==> src/rtl/servo_pkg.sv <==
// Shared types and limits for the servo pulse-width path.
// Widths are in 10 us units as consumed by the PWM generator.
package servo_pkg;

  typedef logic [10:0] width_t;

  localparam int PWM_FULL       = 2000;
  localparam int SERVO_W_MIN    = 100;
  localparam int SERVO_W_MAX    = 200;
  localparam int SERVO_W_CENTER = 150;

  typedef enum logic {
    HOLD,
    RAMP
  } state_t;

  // One bounded move of p toward t; 12-bit math avoids wrap.
  function automatic width_t slew(
    width_t      p,
    width_t      t,
    logic [11:0] step
  );
    logic [11:0] p12;
    logic [11:0] t12;
    logic [11:0] r;
    p12 = {1'b0, p};
    t12 = {1'b0, t};
    if (t12 > p12)
      r = ((t12 - p12) <= step) ? t12 : p12 + step;
    else
      r = ((p12 - t12) <= step) ? t12 : p12 - step;
    return r[10:0];
  endfunction

endpackage

==> src/rtl/frame_timer.sv <==
// Free-running frame counter with a registered one-cycle tick
// on each wrap; reusable by any servo-rate logic.
module frame_timer #(
  parameter int FRAME_CYCLES = 1000000
) (
  input  logic clk,
  input  logic rst_n,
  output logic tick
);

  localparam int CW =
    (FRAME_CYCLES > 1) ? $clog2(FRAME_CYCLES) : 1;
  localparam logic [CW-1:0] LAST = CW'(FRAME_CYCLES - 1);

  logic [CW-1:0] cnt;

  always_ff @(posedge clk or negedge rst_n) begin
    if (!rst_n) begin
      cnt  <= '0;
      tick <= 1'b0;
    end else begin
      cnt  <= (cnt == LAST) ? '0 : cnt + CW'(1);
      tick <= (cnt == LAST);
    end
  end

endmodule

==> src/rtl/servo_slew.sv <==
// Clamps servo width commands and slews the PWM width toward
// the target by at most STEP per frame.
import servo_pkg::*;

module servo_slew #(
  parameter int FRAME_CYCLES = 1000000,
  parameter int W_MIN        = SERVO_W_MIN,
  parameter int W_MAX        = SERVO_W_MAX,
  parameter int W_CENTER     = SERVO_W_CENTER,
  parameter int STEP         = 2
) (
  input  logic        clk,
  input  logic        rst_n,
  input  logic        en,
  input  logic        cmd_valid,
  input  logic [10:0] cmd_width,
  output logic        cmd_ready,
  output logic [10:0] width_out,
  output logic        at_target,
  output logic        frame_tick,
  output logic        cmd_clamped
);

  localparam int     W_HI  = (W_MAX > PWM_FULL) ? PWM_FULL : W_MAX;
  localparam width_t WLO   = width_t'(W_MIN);
  localparam width_t WHI   = width_t'(W_HI);
  localparam width_t WCTR  = width_t'(W_CENTER);
  localparam logic [11:0] STEP12 = 12'(STEP);

  state_t state;
  state_t state_n;
  width_t pos;
  width_t pos_n;
  width_t target;
  width_t target_n;
  width_t clamped;
  logic   accept;
  logic   clip;
  logic   tick;

  frame_timer #(
    .FRAME_CYCLES(FRAME_CYCLES)
  ) u_timer (
    .clk  (clk),
    .rst_n(rst_n),
    .tick (tick)
  );

  assign frame_tick = tick;

  // Slew sees the pre-accept target; the new one lands next cycle.
  always_comb begin
    accept   = cmd_valid & cmd_ready;
    clip     = (cmd_width < WLO) | (cmd_width > WHI);
    clamped  = cmd_width;
    if (cmd_width < WLO)
      clamped = WLO;
    else if (cmd_width > WHI)
      clamped = WHI;
    pos_n    = pos;
    target_n = accept ? clamped : target;
    unique case (1'b1)
      (state == HOLD): pos_n = pos;
      (state == RAMP): if (tick) pos_n = slew(pos, target, STEP12);
    endcase
    state_n  = (pos_n == target_n) ? HOLD : RAMP;
  end

  always_ff @(posedge clk or negedge rst_n) begin
    if (!rst_n) begin
      state       <= HOLD;
      pos         <= WCTR;
      target      <= WCTR;
      cmd_ready   <= 1'b0;
      at_target   <= 1'b1;
      cmd_clamped <= 1'b0;
      width_out   <= '0;
    end else begin
      state       <= state_n;
      pos         <= pos_n;
      target      <= target_n;
      cmd_ready   <= 1'b1;
      at_target   <= (state_n == HOLD);
      cmd_clamped <= accept & clip;
      width_out   <= en ? pos : '0;
    end
  end

endmodule

==> config.mk <==
export PLATFORM = sky130hd
export DESIGN_NAME = servo_slew
export DESIGN_NICKNAME = d
export VERILOG_FILES = /design/src/rtl/servo_pkg.sv /design/src/rtl/frame_timer.sv /design/src/rtl/servo_slew.sv
export SDC_FILE = /design/constraint.sdc
export NUM_CORES = 1
export LEC_CHECK = 0
export CAP_MARGIN = 5
export CORE_MARGIN = 3
export CORE_UTILIZATION = 36
export DETAILED_ROUTE_END_ITERATION = 8
export GPL_TIMING_DRIVEN = 1
export PLACE_DENSITY = 0.57
export SLEW_MARGIN = 25
export SYNTH_ARGS = -nofsm -noshare
export SYNTH_HDL_FRONTEND = slang
export SYNTH_SLANG_ARGS = --single-unit
==> constraint.sdc <==
create_clock -name clk -period 3.7 [get_ports clk]
set_clock_uncertainty 0.05 [all_clocks]
set_input_delay 0.925 -clock clk [delete_from_list [all_inputs] [get_ports clk]]
set_output_delay 0.925 -clock clk [all_outputs]
set_load 0.01 [all_outputs]
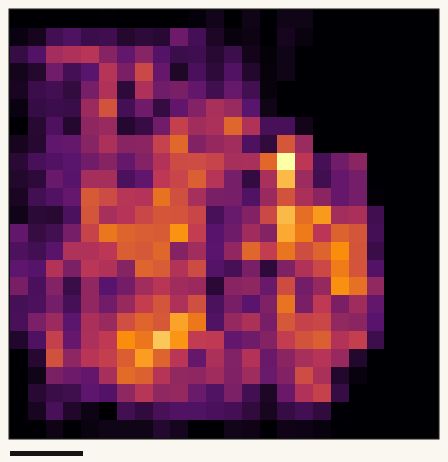
Figure 1: wire density map.
Bar = 20 µm. The die is cut into 24 by 24 equal tiles; black is low, pale yellow is high, scaled to the fullest tile. Values are wire area over tile area, all layers added.
The emptiest ninth of the die: top right. 26% of the tiles are nearly empty. The mean over all tiles is 0.16. The fullest tile reaches 0.62. 16% of the tiles are over half the peak. The densest ninth of the die: middle.

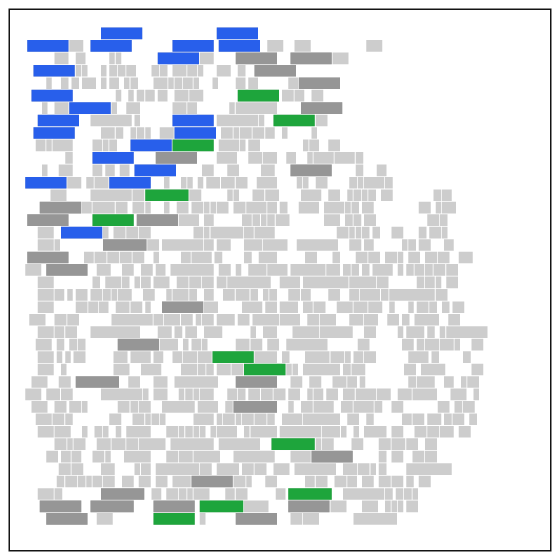
Figure 2: sequential cells grouped by signal name.
Other sequential cells in the stronger grey, the rest of the logic in the fainter grey.
u_timer.cnt: drawn in blue, sequential cells 20, where top left. pos: drawn in green, sequential cells 11.
Another 27 sequential cells are not coloured.

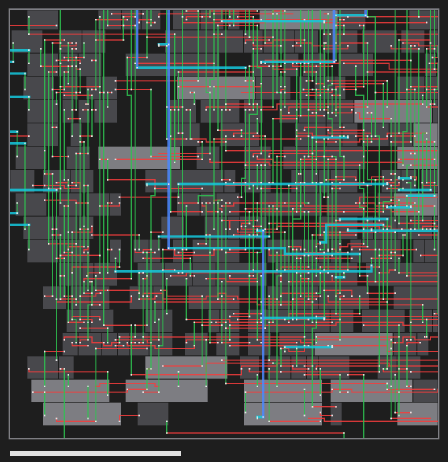
Figure 3: zoomed window.
Bar = 20 µm. Window x 4 to 54, y 4 to 54 µm. Cells in grey, sequential cells in the stronger grey; small squares are vias.
met3: drawn in cyan. met4: drawn in blue. met1: drawn in red. met2: drawn in green.
181 logic cells have their middle in the window. Netlist names of flops here include target (6), pos (3), width_out (3). Most frequent: buf_4 (35), clkdlybuf4s50_1 (14). Sequential cells in the window: 15.

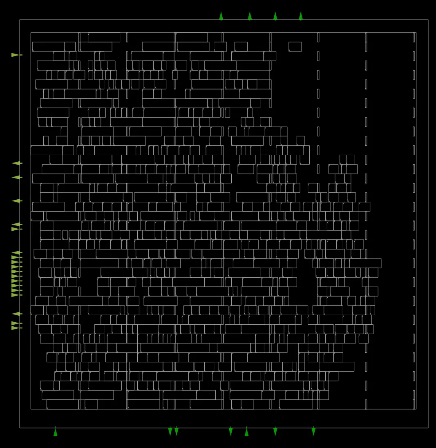
Figure 4: cell placement.
number of flip-flops and latches: 58
Filler cells: 1131
sequential share of cell area: 0.219
n_taps: 168
Placement Rows: 40

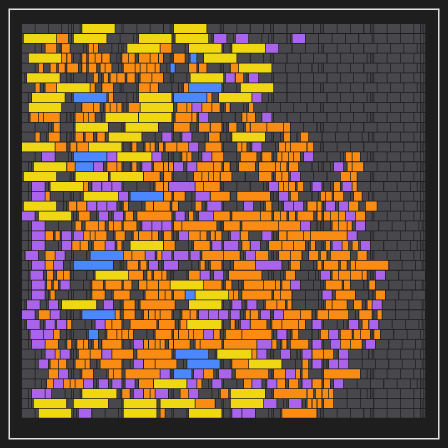
Figure 5: placement by cell class.
Fill, decap, tap and diode cells in grey.
flip-flops: drawn in yellow, cells 58. all other logic: drawn in orange, cells 445. clock drivers and dummy loads: drawn in blue, cells 16. other buffers and delay cells: drawn in purple, cells 166.

==> run summary <==
yosys + openroad results -> post-route clock period utilization 1.05, CTS tree built, DRC violation count after routing 0, run status finished, violations left, DIE HEIGHT roughly 120 µm, sum of routed wire length over all layers about 14000 µm, Buf+Inv Stages, Crit Path 4, largest incremental delay on the critical path around 530 ps, final setup margin -186 ps, count of cells along the worst hold path 1, final setup violating endpoints 2, Core Density at Floorplan 0.373, clock tree root driver cell sky130_fd_sc_hd__clkbuf_16, total standard cell area after synthesis ~4500 µm², destination of the worst hold path u_timer.cnt[4], failing checks setup timing, number of warnings issued by yosys 0, post-synthesis to final-layout area growth 48.1%, Die Area roughly 14000 µm², portion of synthesized cell area occupied by the leading cell type 0.272, worst reg-to-reg setup slack -190 ps, critical path startpoint category flip-flop, critical-path cell with the highest stage delay sky130_fd_sc_hd__dfstp_2, cell class contributing the biggest share of worst-path delay AND-OR/OR-AND gates, Synth area leaders sky130_fd_sc_hd__dfrtp_1 27%, sky130_fd_sc_hd__ha_1 6.9%, sky130_fd_sc_hd__dfstp_2 5.2%, stages on the worst setup path 17, worst setup path class reg -> reg, data arrival time of the worst path 4090 ps, fraction of final layout cells with drive strength greater than 1 0.350, summed negative setup slack over all endpoints -338 ps, areal power density over the cells roughly 300 nW/µm², HPWL after detailed placement 10500 µm, post-synthesis chip area from yosys about 4500 µm², unrepaired setup endpoints after global routing true, Max rail drop VDD 277 µV, maximum frequency from static timing analysis 0.257 GHz, top cells by instance count after synthesis 49 x sky130_fd_sc_hd__dfrtp_1, 39 x sky130_fd_sc_hd__inv_1, 39 x sky130_fd_sc_hd__nand2_1, predominant post-synthesis flop cell sky130_fd_sc_hd__dfrtp_1, total tool warning count roughly 40, wire length of the first global-routing pass 22800 µm, Detailed Routing Iterations Pass 1 5, IO Count 30, Worst-Margin Slew a little under 900 ps, per-cell via count in the routed design 5.36, Reg clk slew, reported paths roughly 50 ps, r2r worst-path depth 17
[worst max-delay path by stage]
stage / slack [ps] / startpoint / to
6_report: -190 / pos[1] / at_target
3_5_place_dp: -320 / cmd_width[2] / at_target
5_1_grt: -320 / pos[4] / at_target
2_1_floorplan: 2 / pos[2] / at_target
4_1_cts: -60 / pos[4] / at_target
3_3_place_gp: -220 / cmd_width[2] / at_target
[area by class of cell]
class	count	area share
sequential	58	0.219
clock inverter	4	0.00748
multi-input combinational	404	0.476
clock buffer	12	0.0384
timing repair buffer	166	0.204
inverter	41	0.0238
tap	168	0.0314
[cell families (layout without fill, tap and decap cells)]
| group | Yosys count | count (layout) | synth area share |
|---|---|---|---|
| and+or+nand+nor | 193 | 193 | 0.223 |
| AOI/OAI and AO/OA | 145 | 145 | 0.234 |
| buffers and inverters | 65 | 223 | 0.0640 |
| DFF | 58 | 58 | 0.324 |
| xor gates and xnor gates | 32 | 32 | 0.0621 |
| adders and majority gates | 27 | 27 | 0.0781 |
| muxes | 6 | 6 | 0.0139 |
| other | 1 | 1 | 0.000830 |
[cells in the final DEF, fill, tap and decap left out, drive strengths merged, types with 11 or more instances in the layout]
cell type and count:
nand3 25, o21ai 28, a21oi 34, and3 13, buf 138, inv 40, and2 16, clkbuf 12
nand2 39, xnor2 21, xor2 11, clkdlybuf4s50 28, dfrtp 49, nor2 38, nor3 17, ha 25
[sequential cells by signal, summed over array words and instances, names as in the netlist]
signal        flops
u_timer.cnt      20
pos              11
target           11
width_out        11
at_target         1
cmd_clamped       1
cmd_ready         1
state             1
u_timer.tick      1
[power breakdown]
part	leakage (nW)	switching [mW]	internal, mW
Clock	0.145	0.282	0.556
Combinational	1.94	0.275	0.290
Sequential	0.747	0.00808	0.645
[routing by layer]
layer / vias up / global-route usage / routed length (µm)
met5: - / 0 / 0
met4: 0 / 0.0711 / 341
met3: 29 / 0.0317 / 528
met2: 117 / 0.350 / 6990
met1: 2213 / 0.253 / 6250
li1: 2216 / - / -
[through the flow]
step	cells	utilization	setup slack, ps	hold WS, ps
after detailed placement	813	0.478	-323	409
final	853	0.552	-186	419
after floorplan	527	-	2.36	388
after CTS	846	0.536	-63.5	420
after global placement	813	0.478	-220	408
after global routing	853	0.552	-317	443
[repair_timing]
action	in CTS	in global routing
setup endpoints to repair	2	6
gates cloned	0	0
pin swaps	38	19
gates resized	60	19
setup buffers	18	7
Power is estimated from default activity; no workload was simulated.
